<file path="config.mk">
export PLATFORM = sky130hd
export DESIGN_NAME = edge_event_arb
export DESIGN_NICKNAME = d
export VERILOG_FILES = /design/src/rtl/edge_event_arb.sv
export SDC_FILE = /design/constraint.sdc
export NUM_CORES = 1
export LEC_CHECK = 0
export ABC_AREA = 0
export CORE_MARGIN = 4
export CORE_UTILIZATION = 43
export DETAILED_ROUTE_END_ITERATION = 10
export GPL_TIMING_DRIVEN = 0
export PLACE_DENSITY = 0.71
export SLEW_MARGIN = 20
export SYNTH_ARGS = -nofsm -noshare
export SYNTH_HDL_FRONTEND = slang
export SYNTH_SLANG_ARGS = --single-unit
</file>
<file path="constraint.sdc">
create_clock -name clk -period 1.5 [get_ports clk]
set_input_delay 0.3 -clock clk [delete_from_list [all_inputs] [get_ports clk]]
set_output_delay 0.3 -clock clk [all_outputs]
set_load 0.1 [all_outputs]
</file>
<file path="src/rtl/edge_event_arb.sv">
// Edge-event controller: per-channel edge detect, pending/loss tracking and a
// round-robin arbiter offering one event at a time on a valid/ready port.
module edge_event_arb #(
    parameter int NCH       = 4,
    parameter int IDW       = 2,
    parameter int EDGE_MODE = 0
) (
    input  logic           clk,
    input  logic           rstn,
    input  logic [NCH-1:0] cin,
    output logic           evt_valid,
    output logic [IDW-1:0] evt_id,
    input  logic           evt_ready,
    output logic [NCH-1:0] evt_lost,
    input  logic           lost_clr
);
    typedef enum logic {IDLE = 1'b0, OFFER = 1'b1} state_t;

    state_t         state_q, state_d;
    logic [NCH-1:0] cin_q;
    logic           armed_q;
    logic [NCH-1:0] pending_q, pending_d;
    logic [NCH-1:0] lost_q, lost_d;
    logic [IDW-1:0] evt_id_q, evt_id_d;
    logic [IDW-1:0] last_grant_q, last_grant_d;
    logic [NCH-1:0] edge_det, xfer_vec, lost_set;
    logic [IDW-1:0] rr_pick, rr_idx;
    logic           rr_found;
    logic           xfer;

    assign xfer = (state_q == OFFER) && evt_ready;

    genvar gi;
    generate
        for (gi = 0; gi < NCH; gi++) begin : g_ch
            // Nothing is detected until the first post-reset edge has captured cin_q.
            assign edge_det[gi] = armed_q & ((EDGE_MODE == 0) ? (cin[gi] & ~cin_q[gi]) :
                                             (EDGE_MODE == 1) ? (~cin[gi] & cin_q[gi]) :
                                                                (cin[gi] ^ cin_q[gi]));
            assign xfer_vec[gi] = xfer && (evt_id_q == IDW'(gi));
        end
    endgenerate

    // A new edge coinciding with its own transfer is a fresh event, not a loss.
    assign lost_set  = edge_det & pending_q & ~xfer_vec;
    assign pending_d = (pending_q & ~xfer_vec) | edge_det;
    assign lost_d    = (lost_clr ? '0 : lost_q) | lost_set;

    always_comb begin
        rr_pick  = '0;
        rr_found = 1'b0;
        rr_idx   = last_grant_q;
        for (int k = 0; k < NCH; k++) begin
            rr_idx = (rr_idx == IDW'(NCH - 1)) ? '0 : rr_idx + IDW'(1);
            if (!rr_found && pending_q[rr_idx]) begin
                rr_found = 1'b1;
                rr_pick  = rr_idx;
            end
        end
    end

    always_comb begin
        state_d      = state_q;
        evt_id_d     = evt_id_q;
        last_grant_d = last_grant_q;
        case (state_q)
            IDLE: begin
                if (rr_found) begin
                    evt_id_d = rr_pick;
                    state_d  = OFFER;
                end
            end
            OFFER: begin
                if (evt_ready) begin
                    last_grant_d = evt_id_q;
                    state_d      = IDLE;
                end
            end
            default: state_d = IDLE;
        endcase
    end

    always_ff @(posedge clk or negedge rstn) begin
        if (!rstn) begin
            state_q      <= IDLE;
            cin_q        <= '0;
            armed_q      <= 1'b0;
            pending_q    <= '0;
            lost_q       <= '0;
            evt_id_q     <= '0;
            last_grant_q <= IDW'(NCH - 1);
        end else begin
            state_q      <= state_d;
            cin_q        <= cin;
            armed_q      <= 1'b1;
            pending_q    <= pending_d;
            lost_q       <= lost_d;
            evt_id_q     <= evt_id_d;
            last_grant_q <= last_grant_d;
        end
    end

    assign evt_valid = (state_q == OFFER);
    assign evt_id    = evt_id_q;
    assign evt_lost  = lost_q;
endmodule
</file>
Fig. 1: run 1, the metal 3 layer
Drawn at 10 px/um.
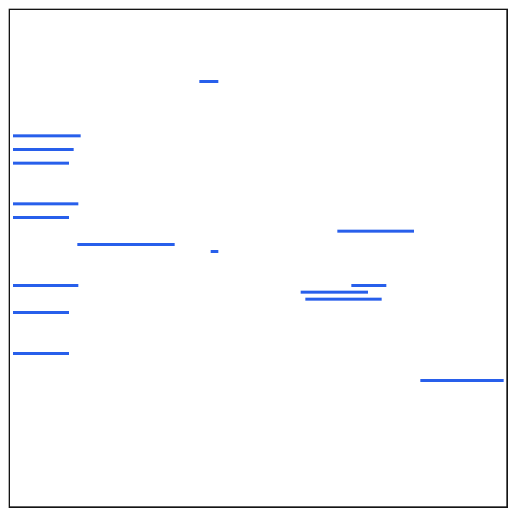
main direction	horizontal
wire length on this layer	89.5 um
share of all routed wire	6.6%
longest straight run	9.40 um
nets with wire on the layer	14
Routed Wire Length: 1350 um
vias post-DR: 555
M3 GR Usage: 2.11%

Fig. 2: run 1, selected gate families
Drawn at 8 px/um.
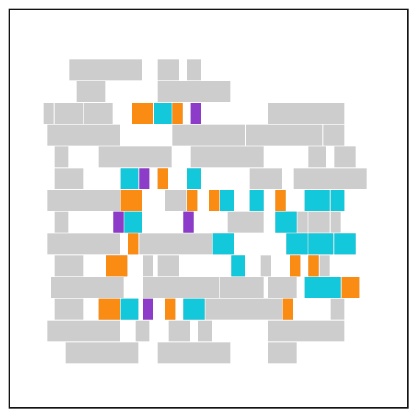
family	color	cells
inv cells	purple	5
nand cells	orange	15
aoi and oai cells	cyan	17

Fig. 3: run 1, cells colored by class
Drawn at 8 px/um. Fill, decap, tap and diode cells in gray.
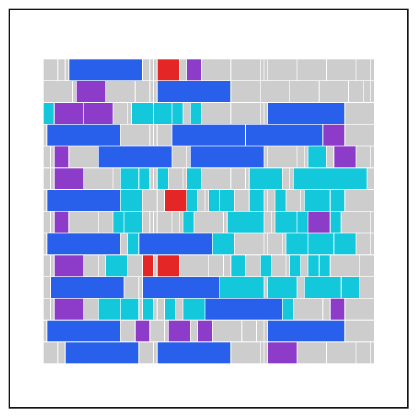
class	color	cells	share of their area
remaining buffers and delay cells	purple	17	14%
combinational and other logic	cyan	48	34%
sequential cells	blue	18	50%
clock drivers and dummy loads	red	4	2.8%
utilization of the core after routing: 59.8%
flop share of the area: 48.5%
Final Instance Area: 942 sq um

Fig. 4: run 1, routing congestion map
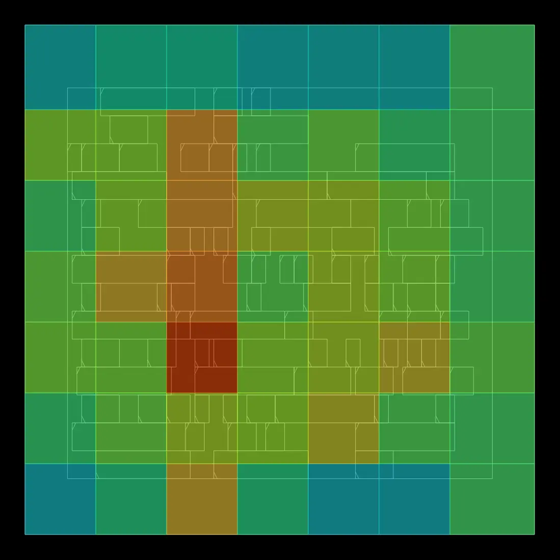
WL/cell: 13.1 um
Global Route met2 Usage: 19.2%
met1 Usage GRT: 16.7%
Overall Global Routing Usage: 12.7%
GRT Max-Usage Layer: met2

==> results_dict.tcl, run 1 <==
# metrics dict for downstream scripts
set metrics [dict create \
    status "completed" \
    crit_required_ps 1730 \
    rsz0062_at_grt "yes" \
    cp_cell_sequence "ha_4 > nor2b_1 > o21bai_1 > a211oi_2 > mux2_4" \
    clkCellAreaFrac_pct 2.79 \
    firstDrtPassIters 4 \
    post_cts_buffers 2 \
    grt_pass1_wl_um 2420 \
    nonClockInverterCount 5 \
    clk_path_buf_depth 2 \
    drive_above_1_share_pct 27.6 \
    arrival_ps 1720 \
    top_cell "dfrtp_1" \
    ys_sh_aoi_pct 15.3 \
    htreeDepth 1 \
    flops 18 \
    die_h_um 49.6 \
    switching_share_pct 46.2 \
    grt_max_degree 19 \
    xor_share_pct 0 \
    clkSlewWorstSetupHoldPaths_ps 100 \
    hold_violations 0 \
    finalCriticalPeriod_ps 1490 \
    critPathCaptureType "flip-flop" \
    powerSeq_uw 808 \
    synth_flops 18 \
    startpoint_type "flip-flop" \
    instances_no_fill 103 \
    vias_per_cell 5.39 \
    lay_top_count "dfrtp_1" \
    layout_setup_ws_ps 8.35 \
    logic_gates 43 \
    route.met2.wl_um 600 \
    layout.nets 97 \
    warning_count 28 \
    crit_family "flip-flops" \
    cts_tree "yes" \
    maxUsedRoutingLayer "met4" \
    p_int_mw 1.13 \
    pwr-share-seq_pct 38.5 \
    switchingPower_uw 968 \
    power_leader "combinational logic" \
    dp.cells 96 \
    cts.repair.resized 35 \
    pwr-share-comb_pct 50.2 \
    largest_class "registers" \
    cp-endpoint "evt_id[0]$_DFFE_PN0P_" \
]
==> run 2: changes to the inputs <==
- CORE_UTILIZATION: 43 -> 32
- PLACE_DENSITY: 0.71 -> unset
Fig. 5: run 2, sizing map
Drawn at 6 px/um.
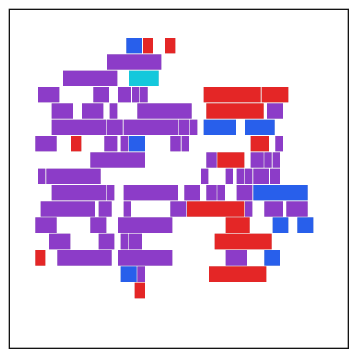
size	color	cells	most used
_6 and larger	cyan	1	clkbuf_8
_0 and _1 cells	purple	61	dfrtp_1
_3 and _4 cells	blue	9	clkbuf_4
_2 cells	red	14	buf_2
Non-clock buffers: 15
area delta synth->final: 29.0%
final worst slack: -0.970 ps

==> results_dict.tcl, run 2 <==
# metrics dict for downstream scripts
set metrics [dict create \
    ys_sh_aoi_pct 15.3 \
    switchingPower_uw 976 \
    clk_path_buf_depth 2 \
    synth_flops 18 \
    firstDrtPassIters 4 \
    htreeDepth 1 \
    die_h_um 56.3 \
    fmax_ghz 0.666 \
    crit_required_ps 1740 \
    setup-violations-final 1 \
    startpoint_type "flip-flop" \
    fin_util_pct 43.5 \
    switching_share_pct 45.7 \
    pre_cts_slack_ps -360 \
    wire_per_inst_um 12.4 \
    layout_setup_ws_ps -0.970 \
    grt_pass1_wl_um 2480 \
    lay_top_count "dfrtp_1" \
    warning_count 27 \
    violations "setup timing" \
    drive_above_1_share_pct 28.2 \
    top_cell "dfrtp_1" \
    powerSeq_uw 817 \
    route.met2.wl_um 619 \
    maxUsedRoutingLayer "met4" \
    nonClockInverterCount 5 \
    synth_warnings 0 \
    crit_family "flip-flops" \
    vias 557 \
    logic_gates 43 \
    clkCellAreaFrac_pct 3.77 \
    grt_max_degree 19 \
    cp-endpoint "evt_id[0]$_DFFE_PN0P_" \
    pwr-share-comb_pct 47.8 \
    p_clk_uw 297 \
    hp-class "primary input to asynchronous set/reset pin" \
    cts_tree "yes" \
    rsz0062_at_grt "yes" \
    synth-async-reset-ratio_pct 100 \
    finalCriticalPeriod_ps 1500 \
    fin_area_sq_um 962 \
    arrival_ps 1740 \
    xor_share_pct 0 \
    rows 17 \
    cp_cell_sequence "ha_4 > nor2b_4 > o21bai_1 > a211oi_2 > mux2_4" \
    hold_violations 0 \
    synth.cell_area_sq_um 746 \
    cts.repair.resized 38 \
    clkbuf_count 4 \
    grtUsageMet1_pct 11.8 \
    power_leader "combinational logic" \
    largest_class "registers" \
    dp.cells 108 \
    grtUsageMet2_pct 16.4 \
    grtUsageMet3_pct 2.53 \
    grtUsageTotal_pct 10.2 \
    wirelength_um 1400 \
    top_area_share_pct 53.7 \
    post_cts_buffers 1 \
    pwr-share-seq_pct 38.3 \
    final_cell_mix "13 x dfrtp_1, 10 x nand2_1, 7 x clkdlybuf4s50_1" \
    clkSlewWorstSetupHoldPaths_ps 100 \
    drt_iter0_markers 12 \
    status "finished, violations left" \
    p_int_mw 1.16 \
]
Fig. 6: run 2, cells colored by class
Drawn at 6 px/um. Fill, decap, tap and diode cells in gray.
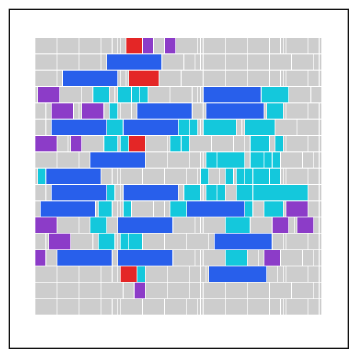
class	color	cells	share of their area
clock drivers and dummy loads	red	4	3.9%
sequential cells	blue	18	49%
remaining buffers and delay cells	purple	15	13%
combinational and other logic	cyan	48	34%

No activity file was given, so power comes from the tool's default toggle rates.
